--- config.mk ---
export PLATFORM = sky130hd
export DESIGN_NAME = axis_packet_truncator
export DESIGN_NICKNAME = d
export VERILOG_FILES = /design/src/rtl/axis_packet_truncator.sv
export SDC_FILE = /design/constraint.sdc
export NUM_CORES = 1
export LEC_CHECK = 0
export CORE_ASPECT_RATIO = 1.5
export CORE_UTILIZATION = 51
export DETAILED_ROUTE_END_ITERATION = 7
export PLACE_DENSITY_LB_ADDON = 0.15
export SLEW_MARGIN = 20
export SYNTH_ARGS = -nofsm -noshare
export SYNTH_HDL_FRONTEND = slang
export SYNTH_SLANG_ARGS = --single-unit
export TNS_END_PERCENT = 1
--- constraint.sdc ---
create_clock -name clk -period 2.6 [get_ports clk]
set_clock_uncertainty 0.2 [all_clocks]
set_input_delay 0.26 -clock clk [delete_from_list [all_inputs] [get_ports clk]]
set_output_delay 0.26 -clock clk [all_outputs]
set_load 0.005 [all_outputs]
--- src/rtl/axis_packet_truncator.sv ---
// AXI-Stream packet length limiter with a registered 2-entry skid buffer on the output.
// Optional macro AXIS_PACKET_TRUNCATOR_STATS_EN adds a saturating truncation counter.
module axis_packet_truncator #(
  parameter int AXIS_BYTES = 1,
  parameter int MAX_BEATS  = 1024,
  parameter int CTR_WIDTH  = $clog2(MAX_BEATS + 1)
) (
  input  logic                    clk,
  input  logic                    sreset,
`ifdef AXIS_PACKET_TRUNCATOR_STATS_EN
  input  logic                    stats_clear,
  output logic [15:0]             truncated_count,
`endif
  output logic                    axis_i_tready,
  input  logic                    axis_i_tvalid,
  input  logic                    axis_i_tlast,
  input  logic [AXIS_BYTES*8-1:0] axis_i_tdata,
  input  logic                    axis_o_tready,
  output logic                    axis_o_tvalid,
  output logic                    axis_o_tlast,
  output logic [AXIS_BYTES*8-1:0] axis_o_tdata,
  output logic                    truncated
);

  localparam int W = AXIS_BYTES * 8;
  localparam logic [CTR_WIDTH-1:0] LAST_IDX = CTR_WIDTH'(MAX_BEATS - 1);

  typedef enum logic {PASS, DISCARD} state_t;

  state_t               state, state_next;
  logic [CTR_WIDTH-1:0] beat_ctr, beat_ctr_next;
  logic                 trunc_event;

  logic [1:0]           fill;
  logic [W-1:0]         head_data, tail_data;
  logic                 head_last, tail_last;

  logic                 accept, push, pop, at_limit, tlast_in;

  // Ready depends only on registered state, so no path from axis_o_tready.
  assign axis_i_tready = !sreset && ((state == DISCARD) || (fill != 2'd2));
  assign accept        = axis_i_tvalid && axis_i_tready;
  assign push          = accept && (state == PASS);
  assign pop           = axis_o_tvalid && axis_o_tready;
  assign at_limit      = (beat_ctr == LAST_IDX);
  assign tlast_in      = axis_i_tlast || at_limit;

  assign axis_o_tvalid = (fill != 2'd0);
  assign axis_o_tdata  = head_data;
  assign axis_o_tlast  = head_last;

  always_comb begin
    state_next    = state;
    beat_ctr_next = beat_ctr;
    trunc_event   = 1'b0;
    case (state)
      PASS: begin
        if (accept) begin
          if (axis_i_tlast) begin
            beat_ctr_next = '0;
          end else if (at_limit) begin
            beat_ctr_next = '0;
            state_next    = DISCARD;
            trunc_event   = 1'b1;
          end else begin
            beat_ctr_next = beat_ctr + 1'b1;
          end
        end
      end
      DISCARD: begin
        if (accept && axis_i_tlast) state_next = PASS;
      end
      default: state_next = PASS;
    endcase
  end

  always_ff @(posedge clk) begin
    if (sreset) begin
      state     <= PASS;
      beat_ctr  <= '0;
      truncated <= 1'b0;
    end else begin
      state     <= state_next;
      beat_ctr  <= beat_ctr_next;
      truncated <= trunc_event;
    end
  end

  // Head always feeds the output; tail only fills when the head is stalled.
  always_ff @(posedge clk) begin
    if (sreset) begin
      fill      <= 2'd0;
      head_data <= '0;
      head_last <= 1'b0;
      tail_data <= '0;
      tail_last <= 1'b0;
    end else begin
      case (fill)
        2'd0: begin
          if (push) begin
            head_data <= axis_i_tdata;
            head_last <= tlast_in;
            fill      <= 2'd1;
          end
        end
        2'd1: begin
          if (push && pop) begin
            head_data <= axis_i_tdata;
            head_last <= tlast_in;
          end else if (pop) begin
            fill <= 2'd0;
          end else if (push) begin
            tail_data <= axis_i_tdata;
            tail_last <= tlast_in;
            fill      <= 2'd2;
          end
        end
        2'd2: begin
          if (pop) begin
            head_data <= tail_data;
            head_last <= tail_last;
            fill      <= 2'd1;
          end
        end
        default: fill <= 2'd0;
      endcase
    end
  end

`ifdef AXIS_PACKET_TRUNCATOR_STATS_EN
  logic [15:0] count_q;

  // A clear that coincides with a truncation keeps that truncation.
  always_ff @(posedge clk) begin
    if (sreset) begin
      count_q <= 16'd0;
    end else if (stats_clear) begin
      count_q <= trunc_event ? 16'd1 : 16'd0;
    end else if (trunc_event && (count_q != 16'hFFFF)) begin
      count_q <= count_q + 16'd1;
    end
  end

  assign truncated_count = count_q;
`endif

endmodule

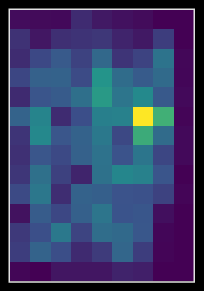
Run 1: routed metal per tile
Scale: 4 px per um. The die is cut into 9 by 14 equal tiles; dark purple is low, yellow is high, scaled to the fullest tile. Values are wire area over tile area, all layers added.
tiles over half the peak	4.0%
mean over tiles	0.17
nearly empty tiles	14%
emptiest ninth of the die	south-east
fullest tile	0.80
total wirelength of the detailed-routed design: 3.36 mm
WL/cell: 14.1 um
total number of vias: 1370
overall fraction of global-route tracks in use: 25.4%

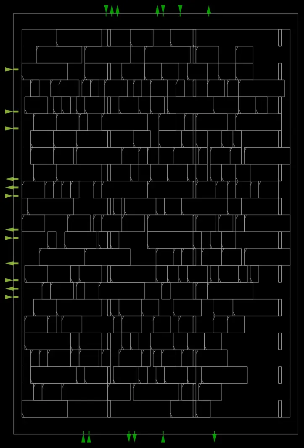
Run 1: cell placement
share of the core filled with cells: 68.2%
final sequential cell count: 33
fraction of area in registers: 35.8%
tally of filler cells in the layout: 234
post-layout instance count excluding filler cells: 238

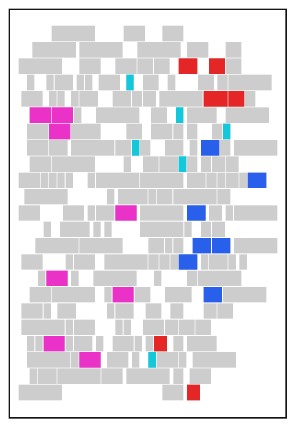
Run 1: gate families picked out
Scale: 6 px per um.
color	family	cells
blue	xor and xnor cells	7
cyan	inv cells	6
magenta	mux cells	8
red	and/or cells	6
Top cell excl fill/tap: dfxtp_1
combinational share of cell area: 40.2%

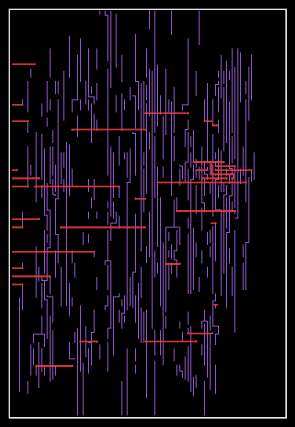
Run 1: routed metal, one color a layer
Scale: 6 px per um. Only two layers are drawn.
color	layer	wire length
purple	M2	1740 um
red	M3	171 um

==> notes.md, run 1 <==
Synthesis and PnR results.

- The termination of the worst setup path is beat_ctr[9].
- STA shows the worst reg2reg path with a cell count of 6.
- Buffers added to address setup during post-CTS repair amount to 0.
- The post-synth area from yosys stat reads about 1500 um^2.
- Summing the sequential cell areas from Yosys gives 44.8% of the chip area.
- The critical path maximum fanout is 5.
- The final count of negative-setup-slack endpoints reads 0.
- The area inside the core boundary reads ~2700 um^2.
- The via density per instance reads about 5.8.
- The mean post-synth cell area is 8.47 um^2.
- The H-tree depth reported by CTS reads 2.
- The hold buffer count at CTS reads 0.
- The startpoint-to-endpoint class of the critical path is in -> reg.
- The final weighted congestion in routability-driven placement reads 0.811.
- Setup repair after global routing left no endpoint under its margin.
- The DRC violation total left in the routed layout is recorded as 0.
- The post-synthesis cell type count is 37.
- Among the non-sequential cells, simple AND/OR/NAND/NOR gates take the most area.
- The buffer cell driving the clock tree root reads clkbuf_8.
- IR analysis of the VDD net gives a maximum drop of around 420 uV.
- Input and output buffers added on the ports amount to 24.
- Per the summary, power density relative to cell area is approximately 540 nW/um^2.
- The hold path depth is 2.
- The registers of the reported paths see a clock transition of 0.07 ns.
- The detailed placement HPWL is about 2.4 mm.
- The wire length of the first global-routing pass reads roughly 5.7 mm.
- The type of element launching the critical path reads an input port.
- For met3 alone, demand over resource in global routing was 6.86%.
- The launching point of the worst reg2reg path is fill[1].
- The most used flip-flop cell after synthesis reads dfxtp_1.
- The leading area contributor after synthesis is dfxtp_1.
- The worst hold path begins at beat_ctr[10].
- The gate count of the mapped netlist is between 150 and 200.
- The synthesis report lists the most area-consuming cells as dfxtp_1 (45%), nor2_1 (7.6%), mux2i_1 (5.4%), nand2_1 (5.3%), a311oi_1 (4.8%).
- The number of cells reported by Yosys stat comes to approximately 170.
- Entering global routing, the biggest net connects 27 pins.
- The total power reads between 1 and 1.5 mW.
- The total clock buffers created by CTS is 5.
- The terminus of the critical flop-to-flop path reads axis_o_tdata[3].
- The total nets after synthesis reads 188.
- The violation tally recorded at the end of detailed-routing iteration 0 is ~40.
- The endpoint with the worst hold slack reads beat_ctr[10].
- The share of synthesized cell area in full adder, half adder and majority cells is 0.849%.
- The global routing usage on met2 reads between 40 and 50%.
- The signal arrival time at the worst endpoint is 2.18 ns.
- The post-cts resize count reads 0.
- Routed signal wires occupy layers up through met4.
- The final hold slack is 0.241 ns.
- The worst hold path class reads reg -> reg.
- For the worst-skew pair, the clock arrives at the later sink with an insertion delay of 0.29 ns.
- The proportion of synthesized flip-flops having asynchronous set or reset reads 0%.
- The final critical path time including I/O delays and setup reads about 2.2 ns.
- The layout net count reads roughly 220.
- The sum of met3 wire segment lengths after detailed routing is about 170 um.
- The remaining global-route overflow is 0.
- In the floorplan report the effective utilization is between 50 and 60%.
- TritonCTS built the clock tree.
- The via count of the first global-routing pass was 1271.
- STA puts the critical path data required time at approximately 2.6 ns.
- The number of top-level pins is 25.
- The area fraction in xor and xnor cells is 4.16%.
- The top cell type's share of synthesized area reads approximately 45%.
- The met2 routed wirelength reads 1.74 mm.
- According to the floorplan report, the die width is 45.9 um.
- The die footprint is approximately 3100 um^2.
- After routing, the total negative slack on setup checks comes to 0 ns.
- The script extracted a total leakage power of 0.632 nW.
- The most critical setup path has its startpoint at axis_i_tvalid.
- For this run, the detailed router's first-pass iteration total came to 4.
- The pin slew with the least headroom to its limit reads ~0.40 ns.
- The standard-cell row count is 23.
- The area of all sequential standard cells is roughly 660 um^2.
- The number of pins exceeding their max-slew limit in the final report reads 0.
- The length of routed wiring on met1 reads roughly 1.3 mm.
- Counting flops and latches in the post-synthesis netlist gives 33.
- The final worst-path cycle share reads approximately 83%.
- The die is 67.8 um tall.
- The mapped cell area reads between 1000 and 1500 um^2.
- The number of antenna diodes in the final layout is 0.
- The number of violations of the max-capacitance limit reads 0.
- The post-synth count of flops with an enable pin is 0.
- The number of endpoints with negative hold slack in the final report is 0.
- The run finished with clean final reports.
- After Yosys synthesis, and, or, nand and nor cells account for 27.5% of the synthesized area.
- The minimum setup slack among reg-to-reg paths reads 0.56 ns.
- Looking at the clock tree report, the maximum root-to-sink buffer count equals 2.
- The number of warnings reported in the yosys synthesis log reads 0.
- The library cells used most frequently in the layout, excluding fill and tap cells, are dfxtp_1 (33), nor2_1 (30), clkdlybuf4s50_1 (24), nand2_1 (21).
- The number of antenna violations at the first check in global routing is 0.
- STA classifies the critical path endpoint as a register.
- The number of warnings the tools reported reads 26.
- The most used routing layer is met2.
- The maximum clock frequency is about 460 MHz.
- Measured against the total synthesized area, the mux share comes to approximately 5.4%.
- Of the total synthesized cell area, the portion taken by AND-OR and OR-AND cells is 12.1%.
- The CTS log lists the clock sinks for this run as 33.
- The max-slew check reports its worst relative slack as between 70% and 80%.
- The proportion of layout cells with a drive suffix above 1 is under 10%.
run 1: per-stage QoR:
step	instances	utilization, %	worst slack (ns)	area [um^2]
finish	238	68.2	0.445	1850
global route	238	68.2	0.373	1850
CTS	238	68.2	0.446	1850
detailed placement	232	65.5	0.147	1770
global placement	232	65.5	0.196	1770
floorplan	174	-	0.515	1470
run 1: cell usage after synthesis (2+ instances only):
| cell | number |
|---|---|
| xnor2_1 | 5 |
| nor4_1 | 3 |
| or4_1 | 2 |
| dfxtp_1 | 33 |
| xor2_1 | 2 |
| nand4_1 | 3 |
| nor3b_1 | 2 |
| clkbuf_1 | 6 |
| a311oi_1 | 8 |
| nor2_1 | 30 |
| buf_2 | 4 |
| inv_1 | 6 |
| a211oi_1 | 2 |
| nand2b_1 | 2 |
| nand2_1 | 21 |
| o31ai_1 | 3 |
| nand3_1 | 6 |
| nor3_1 | 8 |
| mux2i_1 | 8 |
| a21oi_1 | 3 |
run 1: final cells by class:
class	instances	share of cell area, %
Multi-Input combinational cell	124	40.2
Sequential cell	33	35.8
Timing Repair Buffer	32	16.3
Clock buffer	5	3.73
Tap cell	37	2.51
Inverter	6	1.22
Clock inverter	1	0.271
run 1: state kept, by name, summed over array words and instances (netlist names):
signal / count
axis_o_tdata: 8
state: 1
tail_last: 1
fill: 2
truncated: 1
tail_data: 8
axis_o_tlast: 1
beat_ctr: 11
run 1: where the power goes:
| group | internal (mW) | leakage [nW] | total (mW) | switching [mW] |
|---|---|---|---|---|
| clock network | 0.176 | 0.0399 | 0.355 | 0.180 |
| registers | 0.521 | 0.268 | 0.531 | 0.00986 |
| logic | 0.0631 | 0.324 | 0.114 | 0.0507 |
run 1: critical path: stages:
cell and delay [ns]:
clkdlybuf4s50_1 0.53, or3b_1 0.38, or3_4 0.39, or4_1 0.47, a21oi_1 0.15
Run 1, layout detail:
Region (8, 19) to (38, 49) um. Cells in gray, sequential cells in the stronger gray; small squares are vias.
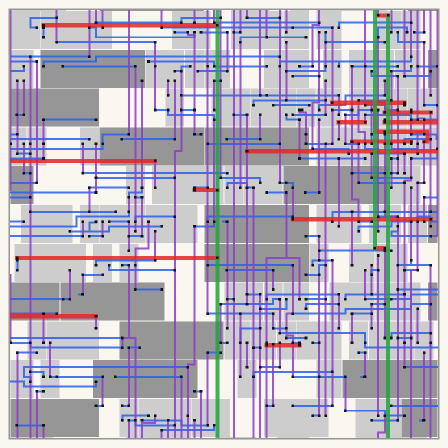

==> run 1 -> run 2 <==
==> constraint.sdc (replaced) <==
create_clock -name clk -period 2.2 [get_ports clk]
set_clock_uncertainty 0.2 [all_clocks]
set_input_delay 0.22 -clock clk [delete_from_list [all_inputs] [get_ports clk]]
set_output_delay 0.22 -clock clk [all_outputs]
set_load 0.005 [all_outputs]
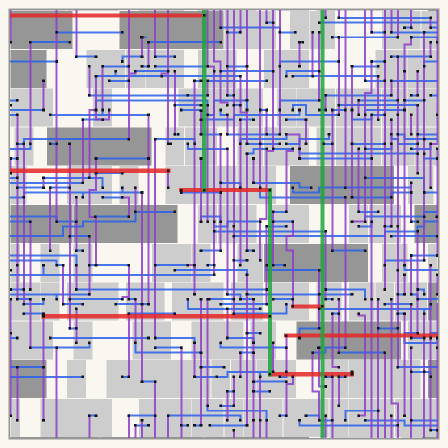
Run 2: layout detail
Region (8, 19) to (38, 49) um. Cells in gray, sequential cells in the stronger gray; small squares are vias.
color	layer
purple	M2
red	M3
green	M4
blue	M1
netlist names of flops here include	axis_o_tdata (3), beat_ctr (3)
cells with their middle in the window	91
sequential cells in the window	8
most frequent	nor2_1 (11), buf_4 (9)

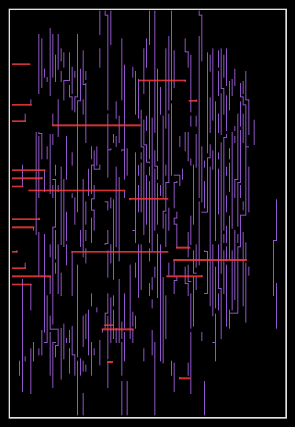
Run 2: routed metal, one color a layer
Scale: 6 px per um. Only two layers are drawn.
color	layer	wire length
purple	M2	1890 um
red	M3	129 um
total wirelength of the detailed-routed design: 3.49 mm
WL/cell: 14.2 um
total number of vias: 1394
overall fraction of global-route tracks in use: 24.9%

==> notes.md, run 2 <==
Synthesis and PnR results.

- The number of flip-flops under the largest register name reads 11.
- The final instance area reads just under 2000 um^2.
- The buffer cell driving the clock tree root is clkbuf_8.
- The clock net in this run drives a total of 33 sinks.
- The via count of the first global-routing pass is approximately 1300.
- The most flop-heavy register reads beat_ctr.
- The power per unit of standard cell area reads about 700 nW/um^2.
- The remaining design rule violation count is 0.
- The post-CTS setup-driven buffer insertion count reads 0.
- The cell with the most instances after synthesis reads dfxtp_1.
- The overall die width is between 40 and 50 um.
- The worst setup slack after placement is -0.158 ns.
- Synthesis instantiated 37 different standard cells from the library.
- The area inside the core boundary is approximately 2700 um^2.
- The tightest hold path in the finished design has a slack of around 0.26 ns.
- The global route stage reports its total congestion overflow as 0.
- The worst setup path is launched from an input port.
- The detailed placement HPWL is 2.58 mm.
- The number of violations of the max-capacitance limit reads 0.
- In this run the full chip footprint comes out at approximately 3100 um^2.
- For this run, asynchronously set or reset flops after synthesis account for 0%.
- Yosys reported a register bit count of 33.
- The number of cells reported by Yosys stat comes to 174.
- The worst register-to-register path has a depth of 4.
- The hold path depth is 2.
- The number of warnings the tools reported reads 26.
- The iteration count recorded for the first detailed-route pass is 4.
- 0 antenna diodes ended up in the layout.
- The maximum clock frequency is 487 MHz.
- In the final report, the number of endpoints failing setup comes to 0.
- The detailed router finished its first iteration with 23 violations.
- The post-cts resize count is 0.
- The vertical die dimension is a little under 70 um.
- The flow ran to the end, and the final reports show no timing, DRC or antenna violations.
- The final critical path time including I/O delays and setup is roughly 2.1 ns.
- In this run, synthesis inferred 0 flip-flops with an integrated enable.
- The total nets after synthesis reads 188.
- The critical path in the final layout is reported with a setup slack of around 0.15 ns.
- The worst supply voltage drop on vdd reads between 500 and 600 uV.
- Ranking logic cells in the layout by count gives the top entries dfxtp_1 (33), nor2_1 (30), clkdlybuf4s50_1 (24), nand2_1 (21), buf_4 (13).
- Ranked by instance count, the synthesized netlist is headed by dfxtp_1 (33), nor2_1 (30), nand2_1 (21).
- The core occupancy in the finished layout reads 71.9%.
- The main area contributors are dfxtp_1 (45%), nor2_1 (7.6%), mux2i_1 (5.4%), nand2_1 (5.3%), a311oi_1 (4.8%).
- The post-synth area from yosys stat reads ~1500 um^2.
- The gate count of the mapped netlist reads ~170.
- The clock transition at the register clock pins on the worst setup and hold paths after CTS is ~0.070 ns.
- The leading area contributor after synthesis is dfxtp_1.
- The mean post-synth cell area reads 8.47 um^2.
- The final sum of negative setup slack reads 0 ns.
- The worst hold path class reads reg -> reg.
- The sequential-to-total area share from yosys stat reads between 40 and 50%.
- After the last flow step, the layout net total stands at roughly 220.
- The largest fanout of any net on the critical path reads 3.
- The report lists the cells along the critical path as clkdlybuf4s50_1 > or3b_1 > or3_4 > or4_1 > a21oi_1.
- The synthesis-to-finish area growth is 32.0%.
- Setup repair after global routing left no endpoint under its margin.
- The total of buffers placed on input and output ports is 24.
- For this design the static power due to leakage is 0.684 nW.
- The required time of the worst setup path is about 2.2 ns.
- The wire length of the first global-routing pass is approximately 5.6 mm.
- The startpoint-to-endpoint class of the critical path reads in -> reg.
- The normalized max-slew margin is about three quarters.
- The number of pins exceeding their max-slew limit in the final report reads 0.
- The proportion of layout cells with a drive suffix above 1 is between 10% and 20%.
- The total clock buffers created by CTS reads 5.
- During synthesis, Yosys emitted a total of 0 warnings.
- Per the synthesis report, the single largest cell type by area occupies between 40% and 50% of cell area.
- The maximum buffer depth of the clock tree reads 2.
- TritonCTS built the clock tree.
- The critical path endpoint category reads a register.
- The mapped cell area reads between 1000 and 1500 um^2.
- The library cell used most frequently in the layout, excluding fill and tap cells, is dfxtp_1.
- The H-tree depth reported by CTS is 2.
- The hold buffer count at CTS is 0.
- The via density per instance reads between 5 and 6.
- The largest net degree at the start of global routing is 27.
- The total power is between 1 and 1.5 mW.
- The number of antenna violations at the first check in global routing came to 0.
- The standard-cell row count reads 23.
- The clock latency of the later-clocked register in the worst-skew pair reads just under 0.3 ns.
- The pin slew with the least headroom to its limit reads around 0.38 ns.
- The delay of the slowest cell on the worst path is 0.48 ns.
- The critical path's slowest stage uses the library cell clkdlybuf4s50_1.
- The most used flip-flop cell after synthesis is dfxtp_1.
- The number of top-level pins is 25.
- The number of endpoints with negative hold slack in the final report is 0.
- The arrival time of data at the worst endpoint is listed as roughly 2.1 ns.
- The instance count after placement with tap cells included is around 240.
- Of the available clock period, the critical path in the final layout requires approximately 93%.
- The post-placement cell area is around 1800 um^2.
- The core utilization at floorplan is a little over half.
- The detail route stage leaves a number of antenna-violating nets equal to 0.
- The final weighted congestion in routability-driven placement is between 0.8 and 0.9.
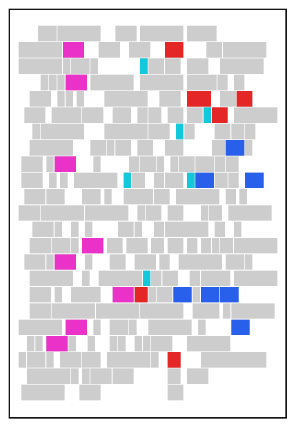
Run 2: gate families picked out
Scale: 6 px per um.
color	family	cells
magenta	mux cells	8
red	and/or cells	6
cyan	inv cells	6
blue	xor and xnor cells	7
post-layout instance count excluding filler cells: 246
combinational share of cell area: 38.1%

-- run 2: cell types whose count changed in the layout (fill, tap and decap cells not counted) --
cell	previous run	this run
clkbuf_1	0	1
buf_4	8	13
bufinv_16	0	1
clkinv_2	1	0
clkbuf_8	5	6
buf_12	0	1
-- run 2: worst paths after layout --
check	start	endpoint	slack [ns]
setup / recovery	axis_i_tvalid	beat_ctr[7]	0.15
hold / removal	beat_ctr[10]	beat_ctr[10]	0.26
setup reg to reg	state	beat_ctr[7]	0.16
hold reg to reg	beat_ctr[10]	beat_ctr[10]	0.26
-- run 2: metal layers --
metal  track usage (%)  up-vias  share of wire, %
li1                  -      683                 -
met1              24.5      672                39
met2              45.4       26                54
met3              6.33       13               3.7
met4              13.2        0               3.0
met5                 0        -                 0
-- run 2: worst max-delay path: cells and delay by family --
| kind | cells | cell delay (ns) |
|---|---|---|
| buffers and inverters | 1 | 0.48 |
| and+or+nand+nor | 3 | 1.22 |
| AOI/OAI and AO/OA | 1 | 0.15 |
-- run 2: kinds of logic after synthesis --
group                    share of synthesized area, %
AND/OR/NAND/NOR                                  27.5
AND-OR/OR-AND                                    12.1
buffers and inverters                            5.18
adder cells (fa/ha/maj)                         0.849
multiplexers                                     5.43
XOR/XNOR                                         4.16
flip-flops                                       44.8
-- run 2: power by group --
group,total (mW),internal [mW],leakage [nW],switching (mW)
logic,0.143,0.0812,0.357,0.0619
clock network,0.586,0.369,0.0585,0.217
registers,0.627,0.616,0.268,0.0119
total,1.36,1.07,0.684,0.291
-- run 2: area by class of cell --
class                           count  area [um^2]
Clock inverter                      1         30.0
Timing Repair Buffer               38          358
Inverter                            6         22.5
Multi-Input combinational cell    124          742
Tap cell                           37         46.3
Clock buffer                        7         86.3
Sequential cell                    33          661
Fill cell                         234          759
No activity file was given, so power comes from the tool's default toggle rates.
